<file path="src/rtl/fp_pkg.sv">
// Shared constants, FSM encoding and small decode helpers for the RV32IF
// FP issue/hazard controller.
package fp_pkg;

  localparam logic [6:0] OP_FP   = 7'b1010011;
  localparam logic [6:0] OP_LOAD = 7'b0000011;
  localparam logic [6:0] OP_FLW  = 7'b0000111;

  localparam logic [4:0] F5_FDIV  = 5'b00011;
  localparam logic [4:0] F5_FSQRT = 5'b01011;

  typedef enum logic {
    IDLE = 1'b0,
    BUSY = 1'b1
  } fp_state_e;

  // A divide/sqrt only needs the EX hold when its latency exceeds one cycle.
  function automatic logic is_multi_op(
    input logic [6:0] op,
    input logic [4:0] f5,
    input logic       div_en,
    input logic       sqrt_en
  );
    return (op == OP_FP) &&
           (((f5 == F5_FDIV) && div_en) || ((f5 == F5_FSQRT) && sqrt_en));
  endfunction

  function automatic logic is_load_op(input logic [6:0] op);
    return (op == OP_LOAD) || (op == OP_FLW);
  endfunction

endpackage

</file>
<file path="src/rtl/fp_issue_ctrl_if.sv">
// ID/EX hazard bundle between the pipeline datapath (master) and the
// issue controller (slave).
interface fp_issue_ctrl_if;

  // ID-stage decode
  logic [6:0] OpD;
  logic [4:0] Funct5D;
  logic [4:0] Rs1D;
  logic [4:0] Rs2D;
  logic       Rs1FD;
  logic       Rs2FD;

  // EX-stage destination info
  logic [4:0] RdE;
  logic       RegWriteE;
  logic       RegWriteFE;
  logic       ResultSrcE0;
  logic       PCSrcE;

  // pipeline control back to the datapath
  logic       StallF;
  logic       StallD;
  logic       StallE;
  logic       FlushD;
  logic       FlushE;
  logic       FlushM;
  logic       fpu_start;
  logic       fpu_busy;

  modport master (
    output OpD, Funct5D, Rs1D, Rs2D, Rs1FD, Rs2FD,
    output RdE, RegWriteE, RegWriteFE, ResultSrcE0, PCSrcE,
    input  StallF, StallD, StallE, FlushD, FlushE, FlushM,
    input  fpu_start, fpu_busy
  );

  modport slave (
    input  OpD, Funct5D, Rs1D, Rs2D, Rs1FD, Rs2FD,
    input  RdE, RegWriteE, RegWriteFE, ResultSrcE0, PCSrcE,
    output StallF, StallD, StallE, FlushD, FlushE, FlushM,
    output fpu_start, fpu_busy
  );

endinterface

</file>
<file path="src/rtl/fpu_lat_counter.sv">
// Down-counter that times the remaining EX-hold cycles of a multi-cycle FP op.
module fpu_lat_counter #(
  parameter int CNT_W = 4
) (
  input  logic             clk,
  input  logic             rst_n,
  input  logic             load,
  input  logic             dec,
  input  logic [CNT_W-1:0] load_val,
  output logic             zero
);

  logic [CNT_W-1:0] cnt_reg;

  always_ff @(posedge clk) begin
    if (!rst_n) begin
      cnt_reg <= '0;
    end else if (load) begin
      cnt_reg <= load_val;
    end else if (dec && (cnt_reg != '0)) begin
      cnt_reg <= cnt_reg - 1'b1;
    end
  end

  assign zero = (cnt_reg == '0);

endmodule

</file>
<file path="src/rtl/fp_issue_ctrl.sv">
// ID->EX issue/hazard controller: load-use stall, taken-branch flush and the
// EX hold for multi-cycle fdiv.s / fsqrt.s with a registered FPU start pulse.
module fp_issue_ctrl
  import fp_pkg::*;
#(
  parameter int DIV_LAT  = 8,
  parameter int SQRT_LAT = 12,
  parameter int CNT_W    = 4
) (
  input  logic           clk,
  input  logic           rst_n,
  fp_issue_ctrl_if.slave hz
);

  localparam logic DIV_MC  = (DIV_LAT > 1);
  localparam logic SQRT_MC = (SQRT_LAT > 1);

  // The BUSY window lasts LAT-1 cycles, so the counter starts at LAT-2.
  localparam logic [CNT_W-1:0] DIV_LOAD  = DIV_MC  ? CNT_W'(DIV_LAT - 2)  : '0;
  localparam logic [CNT_W-1:0] SQRT_LOAD = SQRT_MC ? CNT_W'(SQRT_LAT - 2) : '0;

  fp_state_e        state_reg, state_next;
  logic             start_reg, start_next;
  logic             cnt_load;
  logic             cnt_dec;
  logic [CNT_W-1:0] cnt_load_val;
  logic             cnt_zero;

  logic [4:0]       src_idx [2];
  logic [1:0]       src_fp;
  logic [1:0]       int_hit;
  logic [1:0]       fp_hit;
  logic             load_use;
  logic             multi_op;

  logic stall_f, stall_d, stall_e;
  logic flush_d, flush_e, flush_m;

  assign src_idx[0] = hz.Rs1D;
  assign src_idx[1] = hz.Rs2D;
  assign src_fp[0]  = hz.Rs1FD;
  assign src_fp[1]  = hz.Rs2FD;

  genvar gi;
  generate
    for (gi = 0; gi < 2; gi++) begin : g_src
      assign int_hit[gi] = (hz.RdE == src_idx[gi]) && !src_fp[gi];
      assign fp_hit[gi]  = (hz.RdE == src_idx[gi]) &&  src_fp[gi];
    end
  endgenerate

  // x0 never carries a hazard, but f0 is an ordinary FP register.
  assign load_use = hz.ResultSrcE0 &&
                    ((hz.RegWriteE && (hz.RdE != 5'd0) && (|int_hit)) ||
                     (hz.RegWriteFE && (|fp_hit)));

  assign multi_op = is_multi_op(hz.OpD, hz.Funct5D, DIV_MC, SQRT_MC);

  always_ff @(posedge clk) begin
    if (!rst_n) begin
      state_reg <= IDLE;
      start_reg <= 1'b0;
    end else begin
      state_reg <= state_next;
      start_reg <= start_next;
    end
  end

  always_comb begin
    state_next   = state_reg;
    start_next   = 1'b0;
    cnt_load     = 1'b0;
    cnt_dec      = 1'b0;
    cnt_load_val = '0;
    stall_f      = 1'b0;
    stall_d      = 1'b0;
    stall_e      = 1'b0;
    flush_d      = 1'b0;
    flush_e      = 1'b0;
    flush_m      = 1'b0;

    case (state_reg)
      BUSY: begin
        // Freeze F/D/E around the FPU op and feed bubbles into MEM.
        stall_f = 1'b1;
        stall_d = 1'b1;
        stall_e = 1'b1;
        flush_m = 1'b1;
        if (cnt_zero) begin
          state_next = IDLE;
        end else begin
          cnt_dec = 1'b1;
        end
      end
      default: begin
        if (hz.PCSrcE) begin
          flush_d = 1'b1;
          flush_e = 1'b1;
        end else if (load_use) begin
          stall_f = 1'b1;
          stall_d = 1'b1;
          flush_e = 1'b1;
        end else if (multi_op) begin
          state_next   = BUSY;
          start_next   = 1'b1;
          cnt_load     = 1'b1;
          cnt_load_val = (hz.Funct5D == F5_FSQRT) ? SQRT_LOAD : DIV_LOAD;
        end
      end
    endcase
  end

  fpu_lat_counter #(
    .CNT_W (CNT_W)
  ) u_cnt (
    .clk      (clk),
    .rst_n    (rst_n),
    .load     (cnt_load),
    .dec      (cnt_dec),
    .load_val (cnt_load_val),
    .zero     (cnt_zero)
  );

  assign hz.StallF    = stall_f;
  assign hz.StallD    = stall_d;
  assign hz.StallE    = stall_e;
  assign hz.FlushD    = flush_d;
  assign hz.FlushE    = flush_e;
  assign hz.FlushM    = flush_m;
  assign hz.fpu_start = start_reg;
  assign hz.fpu_busy  = (state_reg == BUSY);

endmodule
</file>
<file path="src/flat_wrapper.sv">
// flat-port wrapper written by rule: the top's interface ports become plain ports
module fp_issue_ctrl_flat import fp_pkg::*;
#(
  parameter int DIV_LAT  = 8,
  parameter int SQRT_LAT = 12,
  parameter int CNT_W    = 4
)
  (clk, rst_n, hz_OpD, hz_Funct5D, hz_Rs1D, hz_Rs2D, hz_Rs1FD, hz_Rs2FD, hz_RdE, hz_RegWriteE, hz_RegWriteFE, hz_ResultSrcE0, hz_PCSrcE, hz_StallF, hz_StallD, hz_StallE, hz_FlushD, hz_FlushE, hz_FlushM, hz_fpu_start, hz_fpu_busy);
  fp_issue_ctrl_if hz_i ();
  input  logic clk;
  input  logic rst_n;
  input wire logic [$bits(hz_i.OpD)-1:0] hz_OpD;
  input wire logic [$bits(hz_i.Funct5D)-1:0] hz_Funct5D;
  input wire logic [$bits(hz_i.Rs1D)-1:0] hz_Rs1D;
  input wire logic [$bits(hz_i.Rs2D)-1:0] hz_Rs2D;
  input wire logic [$bits(hz_i.Rs1FD)-1:0] hz_Rs1FD;
  input wire logic [$bits(hz_i.Rs2FD)-1:0] hz_Rs2FD;
  input wire logic [$bits(hz_i.RdE)-1:0] hz_RdE;
  input wire logic [$bits(hz_i.RegWriteE)-1:0] hz_RegWriteE;
  input wire logic [$bits(hz_i.RegWriteFE)-1:0] hz_RegWriteFE;
  input wire logic [$bits(hz_i.ResultSrcE0)-1:0] hz_ResultSrcE0;
  input wire logic [$bits(hz_i.PCSrcE)-1:0] hz_PCSrcE;
  output wire logic [$bits(hz_i.StallF)-1:0] hz_StallF;
  output wire logic [$bits(hz_i.StallD)-1:0] hz_StallD;
  output wire logic [$bits(hz_i.StallE)-1:0] hz_StallE;
  output wire logic [$bits(hz_i.FlushD)-1:0] hz_FlushD;
  output wire logic [$bits(hz_i.FlushE)-1:0] hz_FlushE;
  output wire logic [$bits(hz_i.FlushM)-1:0] hz_FlushM;
  output wire logic [$bits(hz_i.fpu_start)-1:0] hz_fpu_start;
  output wire logic [$bits(hz_i.fpu_busy)-1:0] hz_fpu_busy;
  assign hz_i.OpD = hz_OpD;
  assign hz_i.Funct5D = hz_Funct5D;
  assign hz_i.Rs1D = hz_Rs1D;
  assign hz_i.Rs2D = hz_Rs2D;
  assign hz_i.Rs1FD = hz_Rs1FD;
  assign hz_i.Rs2FD = hz_Rs2FD;
  assign hz_i.RdE = hz_RdE;
  assign hz_i.RegWriteE = hz_RegWriteE;
  assign hz_i.RegWriteFE = hz_RegWriteFE;
  assign hz_i.ResultSrcE0 = hz_ResultSrcE0;
  assign hz_i.PCSrcE = hz_PCSrcE;
  assign hz_StallF = hz_i.StallF;
  assign hz_StallD = hz_i.StallD;
  assign hz_StallE = hz_i.StallE;
  assign hz_FlushD = hz_i.FlushD;
  assign hz_FlushE = hz_i.FlushE;
  assign hz_FlushM = hz_i.FlushM;
  assign hz_fpu_start = hz_i.fpu_start;
  assign hz_fpu_busy = hz_i.fpu_busy;
  fp_issue_ctrl #(.DIV_LAT(DIV_LAT), .SQRT_LAT(SQRT_LAT), .CNT_W(CNT_W)) u_core (.clk(clk), .rst_n(rst_n), .hz(hz_i));
endmodule
</file>
<file path="config.mk">
export PLATFORM = sky130hd
export DESIGN_NAME = fp_issue_ctrl_flat
export DESIGN_NICKNAME = d
export VERILOG_FILES = /design/src/rtl/fp_pkg.sv /design/src/rtl/fp_issue_ctrl_if.sv /design/src/rtl/fpu_lat_counter.sv /design/src/rtl/fp_issue_ctrl.sv /design/src/flat_wrapper.sv
export SDC_FILE = /design/constraint.sdc
export NUM_CORES = 1
export LEC_CHECK = 0
export CAP_MARGIN = 5
export CORE_MARGIN = 5
export CORE_UTILIZATION = 29
export DETAILED_ROUTE_END_ITERATION = 12
export PLACE_DENSITY = 0.84
export SKIP_CTS_REPAIR_TIMING = 1
export SLEW_MARGIN = 20
export SYNTH_ARGS = -nofsm -noshare
export SYNTH_HDL_FRONTEND = slang
export SYNTH_SLANG_ARGS = --single-unit
</file>
<file path="constraint.sdc">
create_clock -name clk -period 1.7 [get_ports clk]
set_input_delay 0.17 -clock clk [delete_from_list [all_inputs] [get_ports clk]]
set_output_delay 0.17 -clock clk [all_outputs]
set_load 0.03 [all_outputs]
</file>
==> images/pdn.png <==
(8 px per µm) Pins as bars on the die edge. Tap cells in grey.
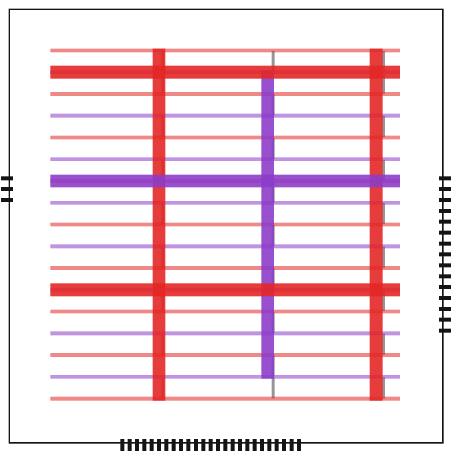
legend:
  VSS:
    colour: red
  VDD:
    colour: purple
met4 straps: 3
rows: 16

==> images/cell_classes.png <==
(8 px per µm) Fill, decap, tap and diode cells in grey.
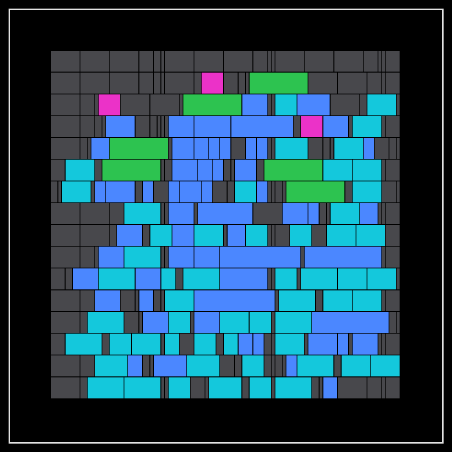
legend:
  flops:
    colour: green
    cells: 6
  all other logic:
    colour: blue
    cells: 57
  cells driving clock nets:
    colour: magenta
    cells: 3
  other buffers and delay cells:
    colour: cyan
    cells: 55

==> results.toml <==
# physical design summary
[hold_path]
hold-path-endpoint = "u_core.u_cnt.cnt_reg[3]"

[sta]
finalSetupViolCount = 8
fmax_mhz = 532
layout_setup_ws_ns = -0.179
rsz0062_at_grt = "yes"

[placed_design]
dpl_cell_area_mm2 = 0.00109
hpwl_um = 1740

[logic_synthesis]
topCellsByArea = "dfxtp_1 (21%), xnor2_1 (14%), xor2_1 (6.2%)"
yosys-top-cells-count = "xnor2_1 (9), nand2_1 (7), dfxtp_1 (6), inv_1 (6)"
synth_chip_area_um2 = 562
synth-edff-count = 0
yosysTopAreaCell = "dfxtp_1"
ys.flops = 6
yosysWarnings = 0
async_flop_share_pct = 0

[cells_and_area]
final_area_mm2 = 0.00122
final_cells = 148
final_nets = 159
final_layout_top_logic_cells = "clkdlybuf4s50_1 (22), dlymetal6s2s_1 (13), buf_4 (13), xnor2_1 (9), nand2_1 (7)"
nFlopsAndLatches = 6
seq_share_pct = 9.84
fin_util_pct = 64.2
drive_above_1_share_pct = 28.1
nFillCells = 160
lay_top_count = "clkdlybuf4s50_1"
inv_count = 6

[setup_path]
cpMaxStageDelayCell = "or4_4"
endpoint_kind = "output pin"
max_stage_delay_ns = 0.57
reg2regPathDepth = 6
cp-endpoint = "hz_FlushE"
r2r_end = "u_core.u_cnt.cnt_reg[1]"
worstSetupStartpointType = "input port"

[detailed_routing]
wl_met1_um = 688
topRoutingLayerUsed = "met4"
dr_wl_met3_um = 186
dr.pass1.iters = 2

[floorplan]
chipArea_mm2 = 0.00292

[grt]
grt.total_usage_pct = 15.4
grt-busiest-layer = "met2"

[power]
p_int_uw = 325
p_comb_uw = 173
clk-power_uw = 129
peakVddDrop_v = 0.000284
p_leak_uw = 0.000561

[run_status]
violations = "setup timing"
outcome = "finished, violations left"
==> images/clock_map.png <==
(6 px per µm)
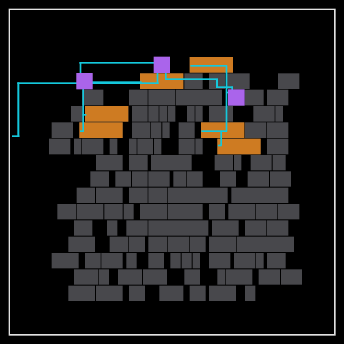
legend:
  flip-flops:
    colour: orange
    count: 6
  cells driving clock nets:
    colour: purple
    count: 3
  clock wires:
    colour: cyan
    length: 112 µm
routed clock nets: 4

==> images/metal_stack.png <==
(8 px per µm)
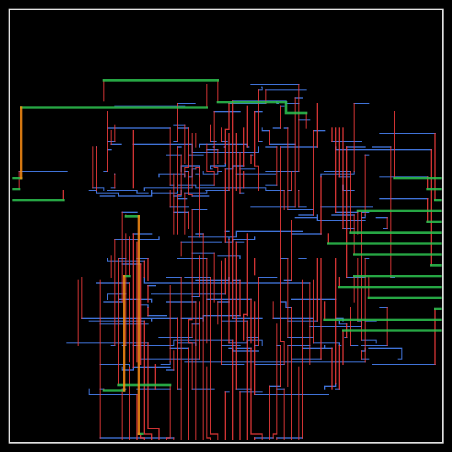
legend:
  met2:
    colour: red
    wire_length: 1260 µm
  met1:
    colour: blue
    wire_length: 689 µm
  met4:
    colour: orange
    wire_length: 50.3 µm
  met3:
    colour: green
    wire_length: 186 µm

